Design result_display, sky130hd; sources not shown.
Fig. 1: sequential cells coloured by netlist name
Bar = 50 um. Other sequential cells in the stronger grey, the rest of the logic in the fainter grey.
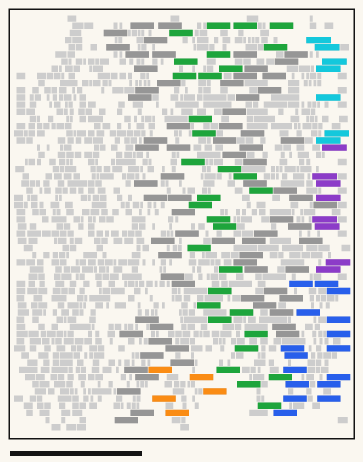
Cyan stands for `seg`, placed flops 7, where north-east. Blue stands for `pre_q`, placed flops 16, where south-east. Green stands for `bcd_q`, placed flops 32. Purple stands for `dig_sel`, placed flops 8, where east. Orange stands for `cnt_q`, placed flops 5, where south.
Another 75 sequential cells are not coloured.
Sequential Power: 2.04 mW
Register Area: 0.003597 sq mm

Fig. 2: placement density heat map
Bar = 50 um. 13 x 16 tiles, from white (low) to dark blue (high), 0 to 100% covered.
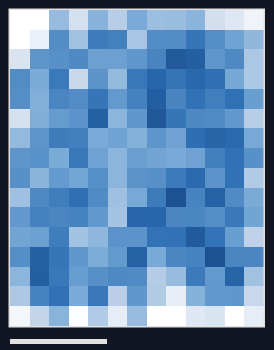
3.4% of the tiles are nearly empty. The fullest tile reaches 86%. 9.6% of the tiles are over 75% full. The mean over all tiles is 54%. The emptiest ninth of the die: north-west.
Core Util at FP: 0.4284
Core Footprint: 0.02017 sq mm
Core Util, Final: 0.5808

Fig. 3: placed standard cells
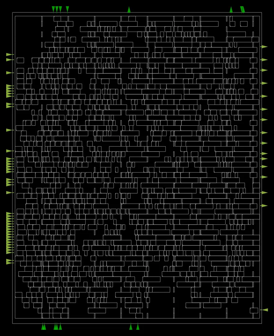
Fillers: 1903
# rows: 58
tap cell count: 270
Layout Cells excl Fill: 1431

Fig. 4: nets reached from selected ports
Bar = 50 um.
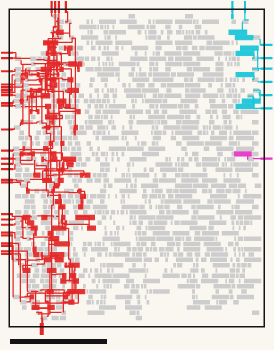
Cyan stands for `seg`, bits 8, direction output, edge 6 east, 2 north, end cells 8, buffers 7, wire 76.7 um. Red stands for `op_result`, bits 32, direction input, edge 26 west, 4 north, 2 south, end cells 130, buffers 68, wire 2050 um. Magenta stands for `done`, bits 1, direction output, edge east, end cells 1, buffers 1, wire 8.60 um.
IO buf count: 69
# IOs: 71

==> flow_summary.ini <==
; physical design summary
[timing]
worstMarginPinSlew_ps = 711.3
fin_tns_setup_ps = 0
final-hold-violation-count = 0
min_period_ps = 3175
rsz0062_at_grt = yes
slew-limit-headroom = 0.5258
fmax_mhz = 315.0
period_used_share = 0.9922
report.final.slew_viol_count = 0
clock_skew_ps = 10.77
fin_ws_ps = 25.08
holdWs_ps = 218.9
setup_violations = 0

[critical_path]
worst_ep_required_time_ps = 3500
critical-path-top-delay-family = simple AND/OR/NAND/NOR gates
crit_type = primary input to flop
start_kind = primary input
path_buffers = 4
rr_worst_depth = 12
rrSetupSlack_ps = 490
critical_path_arrival_ps = 3470
critical_path_depth = 13
slowest_delay_ps = 550
worstPathCellList = buf_12 -> buf_6 -> or4_4 -> buf_6 -> buf_4 -> o22ai_2 -> nand3_2 -> o31ai_2 -> a31oi_1 -> or4_4 -> nor4_4 -> nand3_1 -> a31o_1

[logic_synthesis]
fp_nets = 1028
xor_share = 0.04864
area_leaders = dfrtp_1 37%, ha_1 5.1%, dfstp_2 4.6%
yosysWarnings = 0
syn-mean-instance-area_sq_um = 9.195
synthCells = 940
syn_area_sq_mm = 0.008643
yosysMostFrequentCell = dfrtp_1
synth_top_flop_cell = dfrtp_1
synthAoiAreaFrac = 0.2072
common_cells = 128 x dfrtp_1, 99 x nor2_1, 98 x nand2_1
synth_cell_types = 77
largest_area_cell = dfrtp_1
synth_seq_share = 0.4162
ys_sh_adder = 0.05067
ys_area_sq_mm = 0.008643
synthDominantCellAreaShare = 0.3706
simple_gate_share = 0.1930
synth-edff-count = 0
synthMuxAreaShare = 0.04473
ys.flops = 143
synth.logic.top_family = AND-OR/OR-AND gates

[final_layout]
design_area_sq_mm = 0.01172
final_layout_size_suffix_gt1_frac = 0.2541
antennaDiodeCount = 0
layout.nets = 1236
area_delta_synth_final_pct = 35.57

[route]
num_vias = 7839
drt_wl_total_um = 23420
route.detailed.drc = 0
drt_iter0_markers = 473
wl_per_cell_um = 16.37
drtPass1Iterations = 5
antenna_left = 0

[clock_network]
cts_made_buffers = 17
cts_root_buffer = clkbuf_16
h-tree-depth = 4
cts_tree = done
ctsLongestPathBuffers = 2
cts.clk_slew.worst_paths_ps = 60
clock-sinks = 143
holdBufCountCts = 0
clkLatencyLatePin_ps = 410

[placed_design]
dp_cells = 1391
dp_hpwl_um = 17710
place_congestion = 0.8952
pre_cts_slack_ps = -824.9
place_area_sq_mm = 0.01079

[pwr]
irDropWorstVdd_mv = 0.3462
p_total_mw = 4.949
power_leakage_nw = 5.197

[floorplan]
fp.dieW_um = 130.3
dieHeight_um = 162.4

[grt]
grtUsageTotal = 0.2357
grt_remaining_overflow = 0
antenna_found_initial = 0
grt_max_degree = 69
grt_pass1_vias = 8018
grt_pass1_wl_um = 39100

[worst_hold_path]
min_path_type = primary input to async pin

[run]
cap_viol_max_count = 0

[outcome]
status = completed
[routing by layer]
layer  vias up  part of all wire  track usage
met5         -                 0            0
met4         0             0.039       0.1105
met3        50             0.021      0.02595
met2       173              0.53       0.4318
met1      3738              0.41       0.2697
li1       3878                 -            -
[worst register-to-register path: stages (launching register included)]
cell      delay [ps]
dfrtp_1          390
or4_1            560
nand2b_1         190
a21oi_1          120
or2_2            130
inv_1             40
ha_1             290
a21o_1           120
a21oi_1           60
a31oi_1          240
a211oi_1         100
nor2b_1          150
a311oi_1         240
[placed cells by master, fill, tap and decap left out, types with 6 or more instances in the layout]
cell,n
xor2_1,23
clkbuf_16,17
or2_2,6
mux2i_1,15
clkdlybuf4s50_1,51
nor3_1,16
o211ai_1,8
o31ai_1,11
nor4_1,13
nand2b_1,15
buf_6,7
nand2_1,98
dfrtp_1,128
and3_1,9
nand3_1,16
o21ai_0,49
o32ai_1,7
dlymetal6s2s_1,7
a32o_1,8
nor2_1,97
mux4_2,8
o22ai_1,9
or4_4,6
ha_1,34
a21oi_1,46
dfstp_2,15
buf_4,165
a22o_1,36
o2111ai_1,6
inv_1,34
xnor2_1,24
nor2b_1,10
a31oi_1,21
[layout make-up]
class	instances	area share
flip-flops and latches	143	0.3070
inverters	36	0.01153
repair buffers	242	0.1751
well taps	270	0.02883
clock inverters	13	0.01409
multi-input cells	708	0.4265
clock buffers	19	0.03695
[report_power, final]
part           total [mW]  leakage (nW)  switching (mW)  internal [mW]
Sequential           2.04          1.86          0.0908           1.95
Clock                1.99         0.280           0.759           1.23
Combinational       0.920          3.06           0.489          0.431
[repair_timing]
item / in CTS / in global routing
pin swaps: 15 / 27
cloned: 0 / 0
buffers inserted: 5 / 3
endpoints found under the setup margin: 4 / 1
resized: 42 / 37
[cells by family (layout without fill, tap and decap cells)]
logic type,count (synthesis),count (layout)
xor gates and xnor gates,48,48
AOI/OAI and AO/OA,257,257
DFF,143,143
buffers and inverters,89,310
and+or+nand+nor,339,339
other,1,1
adders and majority gates,35,35
muxes,28,28
No activity file was given, so power comes from the tool's default toggle rates.
